Fig. 1: run 1, metal layers overlaid
Two of the layers only.
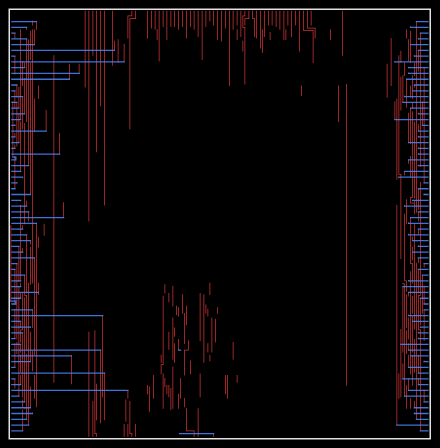
Fig. 2: run 1, cell area per tile
Bar = 20 µm. 10 x 10 tiles, from dark purple (low) to yellow (high), 0 to 100% covered.
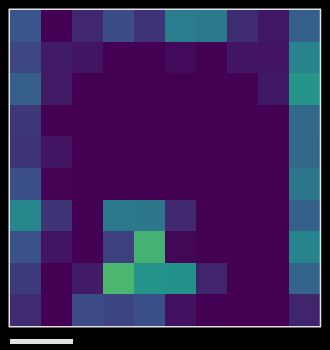
Fig. 3: run 1, sequential cells coloured by netlist name
Bar = 20 µm. Other cells in grey.
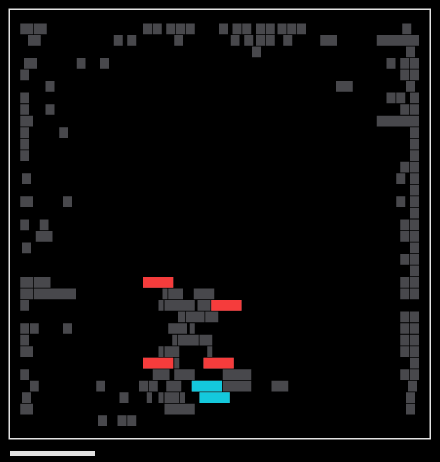
### config.mk
export PLATFORM = sky130hd
export DESIGN_NAME = mem_arbiter
export DESIGN_NICKNAME = d
export VERILOG_FILES = /design/src/rtl/mem_arb_pkg.sv /design/src/rtl/arb_starve_ctr.sv /design/src/rtl/mem_arbiter.sv
export SDC_FILE = /design/constraint.sdc
export NUM_CORES = 1
export LEC_CHECK = 0
export ABC_CLOCK_PERIOD_IN_PS = 4800
export CAP_MARGIN = 20
export CORE_AREA = 2 2 97 99
export DETAILED_ROUTE_END_ITERATION = 12
export DIE_AREA = 0 0 99 101
export DONT_BUFFER_PORTS = 1
export GPL_TIMING_DRIVEN = 0
export HOLD_SLACK_MARGIN = 0.1
export PLACE_DENSITY = 0.35
export REMOVE_ABC_BUFFERS = 1
export SLEW_MARGIN = 20
export SYNTH_ARGS = -nofsm -noshare
export SYNTH_HDL_FRONTEND = slang
export SYNTH_HIERARCHICAL = 1
export SYNTH_SLANG_ARGS = --single-unit
export TNS_END_PERCENT = 30
### constraint.sdc
create_clock -name clk -period 4.8 [get_ports clk]
set_input_delay 0.96 -clock clk [delete_from_list [all_inputs] [get_ports clk]]
set_output_delay 0.96 -clock clk [all_outputs]
set_load 0.1 [all_outputs]
### src/rtl/mem_arb_pkg.sv
// Shared types and constants for the IF/D memory arbiter.
package mem_arb_pkg;

  localparam int unsigned DATA_W   = 32;
  localparam logic [3:0]  WEN_READ = 4'b0000;

  typedef enum logic [1:0] {
    RSP_NONE = 2'd0,
    RSP_IF   = 2'd1,
    RSP_D    = 2'd2
  } rsp_state_e;

endpackage

### src/rtl/arb_starve_ctr.sv
// Saturating count of consecutive cycles in which a pending IF request was
// denied. o_force asserts once the count reaches MAX_STARVE.
module arb_starve_ctr #(
  parameter int unsigned MAX_STARVE = 4
) (
  input  logic clk,
  input  logic rst,
  input  logic i_if_req,
  input  logic i_if_gnt,
  output logic o_force
);

  localparam logic [3:0] LP_MAX = 4'(MAX_STARVE);

  logic [3:0] r_cnt;

  // Count denied IF cycles, clear on grant or idle, hold at the limit.
  always_ff @(posedge clk) begin
    if (rst) begin
      r_cnt <= '0;
    end else if (!i_if_req || i_if_gnt) begin
      r_cnt <= '0;
    end else if (r_cnt != LP_MAX) begin
      r_cnt <= r_cnt + 4'd1;
    end
  end

  assign o_force = (r_cnt == LP_MAX);

endmodule

### src/rtl/mem_arbiter.sv
// Arbitrates one single-port synchronous memory between the fetch (IF) and
// load/store (D) ports. D wins conflicts unless IF has been starved.
// Optional build macro: MEM_ARB_PERF_EN adds perf_conflicts / perf_forced.
module mem_arbiter
  import mem_arb_pkg::*;
#(
  parameter int unsigned ADDR_W     = 10,
  parameter int unsigned MAX_STARVE = 4
) (
  input  logic              clk,
  input  logic              rst,
  input  logic              if_req,
  input  logic [DATA_W-1:0] if_addr,
  output logic              if_gnt,
  output logic              if_rvalid,
  output logic [DATA_W-1:0] if_rdata,
  input  logic              d_req,
  input  logic [3:0]        d_wen,
  input  logic [DATA_W-1:0] d_addr,
  input  logic [DATA_W-1:0] d_wdata,
  output logic              d_gnt,
  output logic              d_rvalid,
  output logic [DATA_W-1:0] d_rdata,
  output logic              mem_en,
  output logic [3:0]        mem_wen,
  output logic [ADDR_W-1:0] mem_addr,
  output logic [DATA_W-1:0] mem_wdata,
  input  logic [DATA_W-1:0] mem_rdata
`ifdef MEM_ARB_PERF_EN
  ,
  output logic [31:0]       perf_conflicts,
  output logic [15:0]       perf_forced
`endif
);

  rsp_state_e r_state;
  logic       w_force;
  logic       w_if_gnt;
  logic       w_d_gnt;
  logic       w_unused_addr;

  arb_starve_ctr #(
    .MAX_STARVE (MAX_STARVE)
  ) u_starve (
    .clk      (clk),
    .rst      (rst),
    .i_if_req (if_req),
    .i_if_gnt (w_if_gnt),
    .o_force  (w_force)
  );

  // Byte-offset bits and bits above the memory size alias away.
  assign w_unused_addr = ^{if_addr[DATA_W-1:ADDR_W+2], if_addr[1:0],
                           d_addr[DATA_W-1:ADDR_W+2], d_addr[1:0]};

  // Grant: D has priority unless the starvation counter forces IF.
  always_comb begin
    w_if_gnt = 1'b0;
    w_d_gnt  = 1'b0;
    if (!rst) begin
      w_if_gnt = if_req && (!d_req || w_force);
      w_d_gnt  = d_req && !w_if_gnt;
    end
  end

  assign if_gnt = w_if_gnt;
  assign d_gnt  = w_d_gnt;
  assign mem_en = w_if_gnt | w_d_gnt;

  // Memory request mux; all fields zero when nothing is granted.
  always_comb begin
    mem_wen   = '0;
    mem_addr  = '0;
    mem_wdata = '0;
    if (w_if_gnt) begin
      mem_addr = if_addr[ADDR_W+1:2];
    end else if (w_d_gnt) begin
      mem_wen   = d_wen;
      mem_addr  = d_addr[ADDR_W+1:2];
      mem_wdata = d_wdata;
    end
  end

  // Response FSM: remembers which port owns next cycle's read data.
  always_ff @(posedge clk) begin
    if (rst) begin
      r_state <= RSP_NONE;
    end else if (w_if_gnt) begin
      r_state <= RSP_IF;
    end else if (w_d_gnt && (d_wen == WEN_READ)) begin
      r_state <= RSP_D;
    end else begin
      r_state <= RSP_NONE;
    end
  end

  // rst also masks the response combinationally so an in-flight read is
  // dropped in the very cycle reset is asserted.
  always_comb begin
    if_rvalid = !rst && (r_state == RSP_IF);
    d_rvalid  = !rst && (r_state == RSP_D);
    if_rdata  = if_rvalid ? mem_rdata : '0;
    d_rdata   = d_rvalid  ? mem_rdata : '0;
  end

`ifdef MEM_ARB_PERF_EN
  logic [31:0] r_perf_conflicts;
  logic [15:0] r_perf_forced;

  // Conflict cycles wrap; forced IF grants saturate.
  always_ff @(posedge clk) begin
    if (rst) begin
      r_perf_conflicts <= '0;
      r_perf_forced    <= '0;
    end else begin
      if (if_req && d_req) begin
        r_perf_conflicts <= r_perf_conflicts + 32'd1;
      end
      if (w_if_gnt && d_req && (r_perf_forced != '1)) begin
        r_perf_forced <= r_perf_forced + 16'd1;
      end
    end
  end

  assign perf_conflicts = r_perf_conflicts;
  assign perf_forced    = r_perf_forced;
`endif

endmodule

==> flow_summary.toml, run 1 <==
# physical design summary
[worst_setup_path]
cp_slowest_stage_delay_ps = 840
crit_path_max_fanout = 29
cp.arrival_ps = 3150
startpoint_type = "register"
critPathCaptureType = "output port"
r2r-end = "u_starve/r_cnt[3]$_SDFFE_PP0P_"
reg2regPathDepth = 7
endpoint = "mem_addr[7]"
r2r_start = "u_starve/r_cnt[0]$_SDFFE_PP0P_"
path_depth = 9
cp.required_ps = 3840
reg2reg_slack_ps = 2670
path_class = "reg -> out"
cp_top_family = "AND-OR/OR-AND gates"
cp_slowest_cell = "a22o_1"

[global_route]
grt_most_used_layer = "met2"
grt_max_degree = 30
grt_pass1_vias = 965
grt_util_met3_pct = 2.427
met1_usage_pct = 6.932
grt-ovfl-total = 0
met2_usage_pct = 16.16
grt_usage_pct = 7.631

[placed_design]
gp_congestion = 0.7169
dpl.hpwl_mm = 4.294
numPortBuffers = 0

[synthesis]
synth_top_cell_by_count = "and2_1"
ys_cells = 156
edf_count = 0
synth.distinct_cells = 21
yosys-top-cells-count = "101 x and2_1, 10 x a22o_1, 7 x buf_2"
ys.flops = 6
synth-async-reset-ratio_pct = 0
ys.flop_type = "dfxtp_1"
syn_area_per_cell_um2 = 7.243
ys_area_mm2 = 0.001130
largest_area_cell = "and2_1"
ys_warn_count = 6
syn_inst = 156
top_cell_area_share_pct = 55.92
synth_seq_share_pct = 10.63

[power]
switching_share_pct = 63.53
p_per_area_mw_per_mm2 = 252.4
power_leakage_nw = 0.5838
intPower_uw = 128.5
comb_power_share_pct = 63.9
peakVddDrop_mv = 0.07140
switchingPower_uw = 223.9
power_leader = "combinational cells"
p_clk_uw = 74.5
clkPwrFrac_pct = 21.1
combinationalPower_uw = 225
pwr-share-seq_pct = 15.0

[floorplanning]
die_width_um = 99
ios = 251
taps = 111
core_area_mm2 = 0.008977
rows = 35
die_area_mm2 = 0.009999
fp_util_pct = 12.59
die-height_um = 101

[worst_hold_path]
hold_start = "u_starve/r_cnt[3]$_SDFFE_PP0P_"
worstHoldEndpoint = "u_starve/r_cnt[3]$_SDFFE_PP0P_"
min_path_type = "reg -> reg"
timing.hold.worst_path_depth = 2

[timing]
period_minus_slack_ps = 4113
timing.final.hold_violations = 0
rsz0062_at_grt = "no"
worst_pin_slew_ps = 1087
finalSetupViolCount = 0
fin_skew_ps = 2.450
setup-tns-final_ps = 0
min_period_over_period_pct = 85.68
slew_headroom_pct = 27.48
slew_violations = 0

[run]
warning_count = 70

[layout]
final_common_cell = "and2_1"
final_cell_mix = "101 x and2_1, 10 x a22o_1, 6 x dfxtp_1, 5 x nor2_1, 5 x buf_6"
inv_count = 5
largest_reg_flops = 4
sh_comb_area_pct = 67.03
logic_area_um2 = 935.9
nMultiInputCombCells = 133
top_register = "u_starve/r_cnt"
buf_share_pct = 9.946
diodes = 1
num-fill-cells = 989
layout.nets = 295
dominant_cells = "combinational gates"
drive_above_1_share_pct = 13.55
n_clock_buffer = 3
seq_cells = 6
clk_share_pct = 2.957
syn2layout_area_growth_pct = 23.59

[route]
initialDrtViolationCount = 12
wl_met2_mm = 2.524
via_per_inst = 4.236
wirelength_mm = 4.611
dr.pass1.iters = 2
drtAntennaViolNets = 0
drc = 0
wl_per_cell_um = 17.27
wl_met1_mm = 1.436
routed.top_layer = "met4"
wl_met3_um = 630
vias = 1131

[clock_tree]
cts_tree = "yes"
cts_resized = 0
cts.sinks = 6
post_cts_buffers = 0
clock_path_buffers = 2
h-tree-depth = 1
clk_latency_ps = 220
clockRootBuffer = "clkbuf_8"
cts.clk_slew.worst_paths_ps = 40
postCtsHoldBufs = 0
cts_buffers = 3

[outcome]
status = "finished, final reports clean"
## Picture notes: Fig. 1
legend:
  met3:
    colour: blue
    wire_length: 631 µm
  met2:
    colour: red
    wire_length: 2520 µm

## Picture notes: Fig. 2
emptiest ninth of the die: centre
fullest tile: 67%
mean over tiles: 13%
nearly empty tiles: 49%

## Picture notes: Fig. 3
legend:
  u_starve/r_cnt:
    colour: red
    flops: 4
    where: bottom centre
  r_state:
    colour: cyan
    flops: 2
Flop area: 120.1 µm²
fin util: 15.55%
sequential power: 52.8 µW
flop share of the area: 8.602%

==> run 1: stage by stage <==
stage	hold WS, ps	utilization [%]	cell area (µm²)	std cells	setup WS [ps]
after floorplan	488.0	-	1052	144	-371.5
after global placement	517.4	13.27	1191	255	-968.3
after detailed placement	520.7	15.07	1353	263	854.8
after CTS	528.8	15.53	1394	266	679.8
after global routing	576.3	15.55	1396	267	536.0
final	526.0	15.55	1396	267	687.4
==> run 1: logic make-up after synthesis <==
family / Yosys count / share of synthesized area (%)
buffers and inverters: 17 / 8.526
AOI/OAI and AO/OA: 14 / 11.41
muxes: 2 / 1.772
adders and majority gates: 2 / 2.214
DFF: 6 / 10.63
xor gates and xnor gates: 2 / 1.551
and+or+nand+nor: 113 / 63.90
==> run 2: changes to the inputs <==
--- a/config.mk
+++ b/config.mk
@@ -7,13 +7,15 @@
 export LEC_CHECK = 0
 export ABC_CLOCK_PERIOD_IN_PS = 4800
 export CAP_MARGIN = 20
-export CORE_AREA = 2 2 97 99
+export CELL_PAD_IN_SITES_DETAIL_PLACEMENT = 1
+export CELL_PAD_IN_SITES_GLOBAL_PLACEMENT = 2
+export CORE_AREA = 2 2 98 100
 export DETAILED_ROUTE_END_ITERATION = 12
-export DIE_AREA = 0 0 99 101
+export DIE_AREA = 0 0 100 102
 export DONT_BUFFER_PORTS = 1
 export GPL_TIMING_DRIVEN = 0
 export HOLD_SLACK_MARGIN = 0.1
-export PLACE_DENSITY = 0.35
+export PLACE_DENSITY = 0.59
 export REMOVE_ABC_BUFFERS = 1
 export SLEW_MARGIN = 20
 export SYNTH_ARGS = -nofsm -noshare
==> flow_summary.toml, run 2 <==
# physical design summary
[placed_design]
post-place-ws_ps = 1089
numPortBuffers = 0
place_inst = 262
dpl.hpwl_mm = 4.461
gp_congestion = 0.6772
place_area_mm2 = 0.001345

[power]
switching_share_pct = 63.37
intPower_uw = 128.8
clkPwrFrac_pct = 20.8
peakVddDrop_mv = 0.08612
comb_power_share_pct = 64.2
pwr-share-seq_pct = 15.0
p_per_area_mw_per_mm2 = 253.5
power_leakage_nw = 0.5788
switchingPower_uw = 222.7

[global_route]
grt-ovfl-total = 0
grt_max_degree = 25
grt_pass1_vias = 1078
grt_usage_pct = 8.066

[synthesis]
synth-async-reset-ratio_pct = 0
synthesis.area_mm2 = 0.001130
ys.flops = 6
synth_seq_share_pct = 10.63
ys_warn_count = 6
yosys-top-cells-count = "101 x and2_1, 10 x a22o_1, 7 x buf_2"
synth_top_cell_by_count = "and2_1"
top_cell_area_share_pct = 55.92
xor_share_pct = 1.550
edf_count = 0
adder_share_pct = 2.215
synth.distinct_cells = 21
ys_area_mm2 = 0.001130
top_logic_kind = "simple AND/OR/NAND/NOR gates"
compound_area_share_pct = 11.41
simple_gate_area_share_pct = 63.90
mux_area_share_pct = 1.772
syn_area_per_cell_um2 = 7.243
ys.flop_type = "dfxtp_1"
largest_area_cell = "and2_1"
syn_inst = 156

[clock_tree]
cts_resized = 0
cts_tree = "yes"
cts.sinks = 6
cts_buffers = 3
clockRootBuffer = "clkbuf_8"
clock_path_buffers = 2
h-tree-depth = 1
clk_latency_ps = 220
postCtsHoldBufs = 0
post_cts_buffers = 0
cts.clk_slew.worst_paths_ps = 30

[timing]
min_period_over_period_pct = 80.09
slew_headroom_pct = 27.39
setup-tns-final_ps = 0
clock.fmax_mhz = 260.1
timing.hold.ws_ps = 525.2
rsz0062_at_grt = "no"
timing.final.hold_violations = 0
slew_violations = 0
finalSetupViolCount = 0
fin_skew_ps = 0.5957
fin_ws_ps = 955.6
worst_pin_slew_ps = 1088

[layout]
top_register = "u_starve/r_cnt"
layout.nets = 294
inv_count = 5
fin_util_pct = 15.22
syn2layout_area_growth_pct = 22.70
final_cell_mix = "101 x and2_1, 10 x a22o_1, 6 x dfxtp_1, 5 x nor2_1"
buffers = 7
logic_area_um2 = 935.9
num-fill-cells = 1097
final_area_mm2 = 0.001386
drive_above_1_share_pct = 12.99
n_clock_buffer = 3
seqCellArea_um2 = 120.1
nMultiInputCombCells = 133
buf_share_pct = 9.477
seq_cells = 6
diodes = 0
stdcell_count = 265
clk_share_pct = 2.978
final_common_cell = "and2_1"
sh_comb_area_pct = 67.51

[worst_setup_path]
path_class = "reg -> out"
cp.required_ps = 3840
r2r_start = "u_starve/r_cnt[0]$_SDFFE_PP0P_"
cp.arrival_ps = 2880
crit_start = "u_starve/r_cnt[0]$_SDFFE_PP0P_"
reg2regPathDepth = 7
endpoint = "mem_wdata[6]"
startpoint_type = "register"
critPathCaptureType = "output port"
reg2reg_slack_ps = 2670
crit_path_max_fanout = 24
r2r-end = "u_starve/r_cnt[2]$_SDFFE_PP0P_"

[route]
drc = 0
vias = 1131
initialDrtViolationCount = 7
via_per_inst = 4.268
dr.pass1.iters = 3
drtAntennaViolNets = 0

[floorplanning]
ios = 251
taps = 111
rows = 35
die_width_um = 100
die-height_um = 102
core_area_mm2 = 0.009109
fp_util_pct = 12.40
die_area_mm2 = 0.01020

[worst_hold_path]
hold_start = "u_starve/r_cnt[3]$_SDFFE_PP0P_"
min_path_type = "reg -> reg"
worstHoldEndpoint = "u_starve/r_cnt[3]$_SDFFE_PP0P_"
timing.hold.worst_path_depth = 2

[outcome]
status = "finished, final reports clean"

[run]
warning_count = 70
run 2: metal layers:
metal  global-route usage (%)  vias up  share of wire, %
met4                    1.897        0              0.39
li1                         -      485                 -
met5                        0        -                 0
met3                    1.915        2                13
met2                    17.57      148                55
met1                    7.345      496                31
run 2: power groups by stage:
stage	clock [mW]	sequential (mW)	combinational (mW)
after floorplan	0	0.0531	0.209
after global placement	0	0.0534	0.218
after detailed placement	0	0.0536	0.227
after CTS	0.0771	0.0529	0.228
after global routing	0.0804	0.0530	0.231
final	0.0730	0.0529	0.226
run 2: critical path, cell delays in order, from the launching register on:
cell and delay (ps):
dfxtp_1 380, inv_1 70, ha_1 240, nand3b_4 120, inv_1 100, a211oi_4 660, buf_8 250, and2_1 820
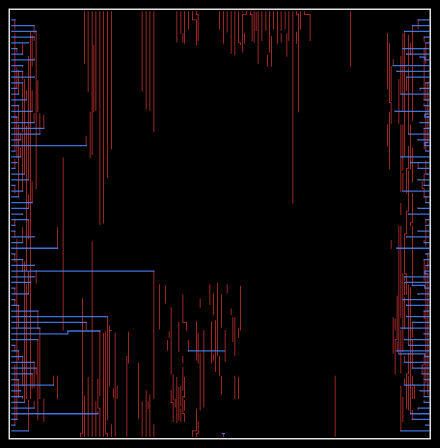
Fig. 4. Metal layers overlaid (run 2).
Two of the layers only.
legend:
  met3:
    colour: blue
    wire_length: 624 µm
  met2:
    colour: red
    wire_length: 2710 µm
routed length per instance: 18.45 µm
Routed WL: 4.888 mm

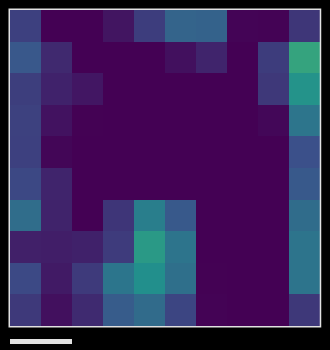
Fig. 5. Cell area per tile (run 2).
Bar = 20 µm. 10 x 10 tiles, from dark purple (low) to yellow (high), 0 to 100% covered.
densest ninth of the die: bottom centre
emptiest ninth of the die: centre
mean over tiles: 12%
nearly empty tiles: 48%

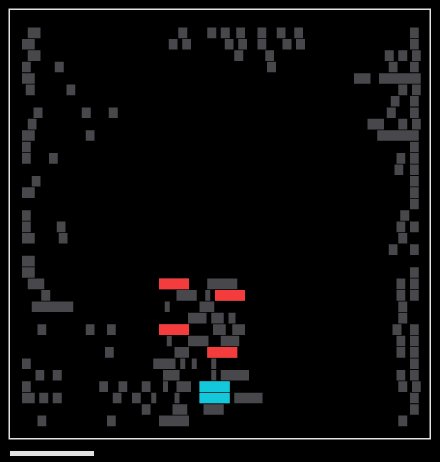
Fig. 6. Sequential cells coloured by netlist name (run 2).
Bar = 20 µm. Other cells in grey.
legend:
  r_state:
    colour: cyan
    flops: 2
  u_starve/r_cnt:
    colour: red
    flops: 4
sequential power: 52.9 µW
flop share of the area: 8.664%

Power and IR drop assume default switching activity.
